`src/rtl/mcu_sequencer.sv`:
```
// Strip sequencer for the convolution mux array: loads N+2 line memories,
// steps the convolution units column by column and drains N results per column.
//
// state | meaning
// IDLE  | waiting for i_Start, counters clear
// LOAD  | accepting pixels into line memory sel at column col
// CONV  | convolution units compute column col
// DRAIN | presenting result sel of column col to the sink

module mcu_sequencer #(
    parameter int N      = 4,
    parameter int COLS   = 16,
    parameter int ADDR_W = $clog2(COLS),
    parameter int SEL_W  = $clog2(N + 2)
) (
    input  logic              i_CLK,
    input  logic              i_RST,
    input  logic              i_Start,
    input  logic              i_PixelValid,
    output logic              o_PixelReady,
    output logic              o_MemWe,
    output logic [ADDR_W-1:0] o_MemAddr,
    output logic [1:0]        o_state,
    output logic [1:0]        o_substate,
    output logic [SEL_W-1:0]  o_memSelect,
    output logic              o_ConvEn,
    output logic              o_OutValid,
    input  logic              i_OutReady,
    output logic              o_Busy,
    output logic              o_Done
);

    localparam logic [1:0] ST_IDLE  = 2'd0;
    localparam logic [1:0] ST_LOAD  = 2'd1;
    localparam logic [1:0] ST_CONV  = 2'd2;
    localparam logic [1:0] ST_DRAIN = 2'd3;

    localparam logic [ADDR_W-1:0] COL_LAST      = ADDR_W'(COLS - 1);
    localparam logic [ADDR_W-1:0] COL_FILL      = ADDR_W'(2);
    localparam logic [ADDR_W-1:0] COL_ONE       = ADDR_W'(1);
    localparam logic [SEL_W-1:0]  SEL_LOAD_LAST = SEL_W'(N + 1);
    localparam logic [SEL_W-1:0]  SEL_RES_LAST  = SEL_W'(N - 1);
    localparam logic [SEL_W-1:0]  SEL_ONE       = SEL_W'(1);

    logic [1:0]        state;
    logic [ADDR_W-1:0] col;
    logic [SEL_W-1:0]  sel;
    logic [1:0]        sub;
    logic              done_q;
    logic [1:0]        sub_next;

    // sub tracks col mod 3 incrementally; it only advances when col does
    assign sub_next = (sub == 2'd2) ? 2'd0 : sub + 2'd1;

    always_ff @(posedge i_CLK or negedge i_RST) begin
        if (!i_RST) begin
            state  <= ST_IDLE;
            col    <= '0;
            sel    <= '0;
            sub    <= 2'd0;
            done_q <= 1'b0;
        end else begin
            done_q <= 1'b0;
            case (state)
                ST_IDLE: begin
                    // the done cycle still belongs to the finished strip
                    if (i_Start && !done_q) begin
                        state <= ST_LOAD;
                    end
                end
                ST_LOAD: begin
                    if (i_PixelValid) begin
                        if (sel == SEL_LOAD_LAST) begin
                            sel <= '0;
                            if (col == COL_LAST) begin
                                col   <= '0;
                                state <= ST_CONV;
                            end else begin
                                col <= col + COL_ONE;
                            end
                        end else begin
                            sel <= sel + SEL_ONE;
                        end
                    end
                end
                ST_CONV: begin
                    sel <= '0;
                    if (col < COL_FILL) begin
                        col <= col + COL_ONE;
                        sub <= sub_next;
                    end else begin
                        state <= ST_DRAIN;
                    end
                end
                ST_DRAIN: begin
                    if (i_OutReady) begin
                        if (sel == SEL_RES_LAST) begin
                            sel <= '0;
                            if (col == COL_LAST) begin
                                col    <= '0;
                                sub    <= 2'd0;
                                state  <= ST_IDLE;
                                done_q <= 1'b1;
                            end else begin
                                col   <= col + COL_ONE;
                                sub   <= sub_next;
                                state <= ST_CONV;
                            end
                        end else begin
                            sel <= sel + SEL_ONE;
                        end
                    end
                end
                default: begin
                    state <= ST_IDLE;
                end
            endcase
        end
    end

    always_comb begin
        o_state = 2'd0;
        case (state)
            ST_CONV:  o_state = 2'd1;
            ST_DRAIN: o_state = 2'd2;
            default:  o_state = 2'd0;
        endcase
    end

    assign o_PixelReady = (state == ST_LOAD);
    assign o_MemWe      = i_PixelValid & o_PixelReady;
    assign o_MemAddr    = col;
    assign o_memSelect  = sel;
    assign o_substate   = sub;
    assign o_ConvEn     = (state == ST_CONV);
    assign o_OutValid   = (state == ST_DRAIN);
    assign o_Busy       = (state != ST_IDLE);
    assign o_Done       = done_q;

endmodule

```
`config.mk`:
```
export PLATFORM = sky130hd
export DESIGN_NAME = mcu_sequencer
export DESIGN_NICKNAME = d
export VERILOG_FILES = /design/src/rtl/mcu_sequencer.sv
export SDC_FILE = /design/constraint.sdc
export NUM_CORES = 1
export LEC_CHECK = 0
export ABC_AREA = 0
export ABC_CLOCK_PERIOD_IN_PS = 2500
export CORE_MARGIN = 2
export CORE_UTILIZATION = 46
export CTS_CLUSTER_DIAMETER = 80
export CTS_CLUSTER_SIZE = 30
export DETAILED_ROUTE_END_ITERATION = 16
export HOLD_SLACK_MARGIN = 0.15
export PLACE_DENSITY = 0.73
export SLEW_MARGIN = 0
export SYNTH_ARGS = -nofsm -noshare
export SYNTH_HDL_FRONTEND = slang
export SYNTH_SLANG_ARGS = --single-unit
```
`constraint.sdc`:
```
create_clock -name i_CLK -period 2.5 [get_ports i_CLK]
set_input_delay 0.25 -clock i_CLK [delete_from_list [all_inputs] [get_ports i_CLK]]
set_output_delay 0.25 -clock i_CLK [all_outputs]
set_load 0.01 [all_outputs]
```
==> CHANGELOG.md <==
### Implementation results

- Outcome: finished clean
- Mapped cell area: about 780 µm²
- First-pass GRT wire length: 2790 µm
- Crit path launch type: flop
- VDD IR max: 636 µV
- Most frequent cell after synthesis: dfrtp_1
- Avg Synthesized Cell Area: 9.95 µm²
- Worst-case clock buffer depth: 2
- WS Path Type: reg -> out
- Syn. warnings: 0
- Vias/cell: 5.62
- Setup bufs post-CTS: 0
- Fill cells: ~140
- CTS tree: yes
- Max Fclk: 499 MHz
- Flops out of synthesis: 12
- DRT met1 WL: between 700 and 800 µm
- I/O pin cnt: 22
- # placed instances: 111
- Total grt overflow: 0
- Die Y: 45.1 µm
- Switching power share of the total: between 30 and 40%
- Crit path time final: ~2 ns
- Port Buf Inserts: 21
- Crit path DAT: ~1.8 ns
- Setup TNS: 0 ns
- Worst Hold Class: in -> async
- Least-Margin Pin Slew: 0.547 ns
- Antenna-violating nets left: 0
- Row count: 14
- Internal power: 0.671 mW
- GRT Total Usage: 19.0%
- Detailed-route wire length per cell: 13.7 µm
- Initial Util: ~50%
- Post-CTS sizing: 0
- Final slew viol count: 0
- RSZ-0062 raised after global routing: false
- Worst-path maximum fanout: 10
- Primary FF master, synth: dfrtp_1
- Unique cell types: 31
- Post-CTS Hold Buffers: 0
- Yosys cell count: 78
- Setup violators final: 0
- Ratio of cells with drive above 1 in the final layout: 14.3%
- Starting DRC count in detailed routing: 3
- Net Sw Power: 0.444 mW
- Final Hold Fails: 0
- Maxcap violations: 0
- Worst r2r dst: o_MemAddr[1]$_DFFE_PN0P_
- Count of library flops with an enable pin: 0
- Clock transition at path regs: ~0.07 ns
- Cells on worst reg2reg path: 6
- Core area: 0.00154 mm²
- Ys async rst share: 100%
- Top-area cell share: around two fifths
- Clk latency late pin: 0.27 ns
- Top cells, area: dfrtp_1 39%, ha_1 8.1%, nand3_1 4.5%, inv_1 4.4%, mux2_4 3.9%
- Post-Syn Instances: between 70 and 80
- Initial DRT Pass Iterations: 4
- CP Capture Type: output pin
- Die x size: 45.1 µm
- R2R Path Start: o_memSelect[0]$_DFFE_PN0P_
- Worst path required time: around 2.3 ns
- Yosys top cell by area: dfrtp_1
- OpenROAD warnings: 28
- Vias in the first global route: 628
- Synth Seq Share: 38.7%
- N_diodes: 0
- Power share of the combinational group: 54.8%
- Synth top cells by count: 12 x dfrtp_1, 9 x inv_1, 7 x nand3_1
- Post-layout nets: 110
- Period utilization: between 80% and 90%
- Antenna violations before repair: 0
- Area growth syn-to-layout: 28.2%
- Die Size: 0.00203 mm²
- CTS root buffer: clkbuf_4
- HPWL after DPL: about 1200 µm
- Wire length on met2: 769 µm
- Seq pwr share: 34.7%
- Reg2reg setup slack: 0.69 ns
- Relative slew slack: a little under two thirds
- Yosys stat chip area: approximately 780 µm²
- Max Used Layer: met4
- Clock skew: 0.00247 ns
- Largest net degree at the start of global routing: 13
[layout by cell type, fill, tap and decap left out, types with 3 or more instances in the layout]
| cell | netlist | final |
|---|---|---|
| nand2_1 | 4 | 4 |
| nand3_1 | 7 | 7 |
| clkbuf_4 | 0 | 3 |
| ha_1 | 5 | 5 |
| inv_1 | 9 | 9 |
| clkdlybuf4s50_1 | 0 | 21 |
| nor2_1 | 3 | 3 |
| a21oi_1 | 4 | 4 |
| dfrtp_1 | 12 | 12 |
| o21ai_0 | 3 | 3 |
[routing by layer]
| metal | vias to the layer above | GRT usage (%) |
|---|---|---|
| met5 | - | 0 |
| met4 | 0 | 5.29 |
| met3 | 2 | 4.00 |
| met2 | 13 | 28.9 |
| met1 | 310 | 27.4 |
| li1 | 316 | - |
[cells by family (layout without fill, tap and decap cells)]
logic type | Yosys count | in the layout | synth area share, %
XOR/XNOR | 1 | 1 | 1.13
flip-flops | 12 | 12 | 38.7
buffers and inverters | 13 | 33 | 8.71
multiplexers | 4 | 4 | 6.45
AND/OR/NAND/NOR | 23 | 23 | 18.2
adder cells (fa/ha/maj) | 5 | 5 | 8.06
AND-OR/OR-AND | 20 | 20 | 18.7
[cell type report]
class	instances	area [µm²]	area share, %
inverter	9	33.8	3.40
multi-input combinational	53	408	41.0
timing repair buffer	21	210	21.1
tap	16	20.0	2.01
clock buffer	3	22.5	2.26
sequential	12	300	30.2
[power groups by stage]
stage	Combinational (mW)	Sequential [mW]	Clock [mW]
2_1_floorplan	0.362	0.386	0
3_3_place_gp	0.592	0.382	0
3_5_place_dp	0.607	0.386	0
4_1_cts	0.618	0.385	0.122
5_1_grt	0.678	0.400	0.126
6_report	0.611	0.386	0.118
[flip-flops by register name (all words and copies together), names as in the netlist]
name / flops
o_MemAddr: 4
o_memSelect: 3
o_substate: 2
state: 2
o_Done: 1
[stage by stage]
step                utilization [%]  total power, mW  hold slack (ns)  setup slack, ns  cell area, µm²
global route                   64.5             1.20            0.410            0.417             995
floorplan                         -            0.747          -0.0456            0.720             776
CTS                            64.5             1.12            0.363            0.478             995
finish                         64.5             1.11            0.331            0.497             995
detailed placement             63.1            0.994            0.499            0.702             972
global placement               63.1            0.974            0.483            0.735             972
[critical path: stages (launching register included)]
cell and delay [ns]:
dfrtp_1 0.56, nor2b_4 0.26, and2_1 0.14, clkdlybuf4s50_1 0.54
[worst max-delay path by stage]
stage	from	to	slack [ns]	cells after the start
after floorplan	o_memSelect[0]$_DFFE_PN0P_	o_MemAddr[1]$_DFFE_PN0P_	0.72	6
after global placement	o_memSelect[0]$_DFFE_PN0P_	o_MemAddr[1]$_DFFE_PN0P_	0.74	6
after detailed placement	o_memSelect[0]$_DFFE_PN0P_	o_MemAddr[1]$_DFFE_PN0P_	0.70	6
after CTS	state[0]$_DFFE_PN0P_	o_MemWe	0.48	3
after global routing	state[0]$_DFFE_PN0P_	o_MemWe	0.42	3
final	state[0]$_DFFE_PN0P_	o_MemWe	0.50	3
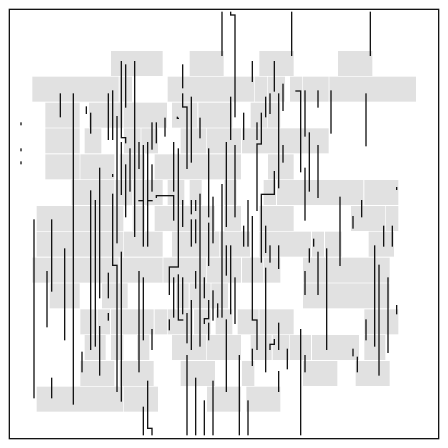
Figure 1: metal 2.
longest straight run	32.6 µm
main direction	vertical
share of all routed wire	49%
wire length on this layer	770 µm
final WL: 1560 µm
vias: 641
met2 Usage GRT: 28.9%

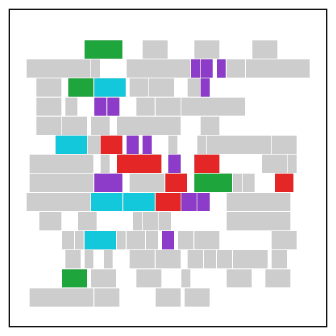
Figure 2: selected gate families.
family	color	cells
mux cells	green	4
non-inverting ao/oa cells	red	6
fa/ha/maj cells	cyan	5
nand cells	purple	13
Final Non-Filler Cells: 114
most frequent logic cell in the layout: clkdlybuf4s50_1
Comb area share: 41.0%

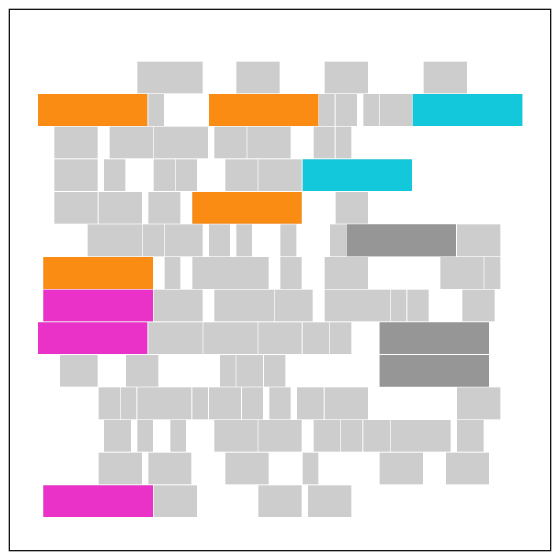
Figure 3: where the registers sit.
Other sequential cells in the stronger gray, the rest of the logic in the fainter gray.
signal	color	sequential cells
`o_substate`	cyan	2
`o_MemAddr`	orange	4
`o_memSelect`	magenta	3
Core Util, Final: 64.5%
flop share of the area: 30.2%

Power figures rest on the tool's default switching activity, not on a simulated workload.
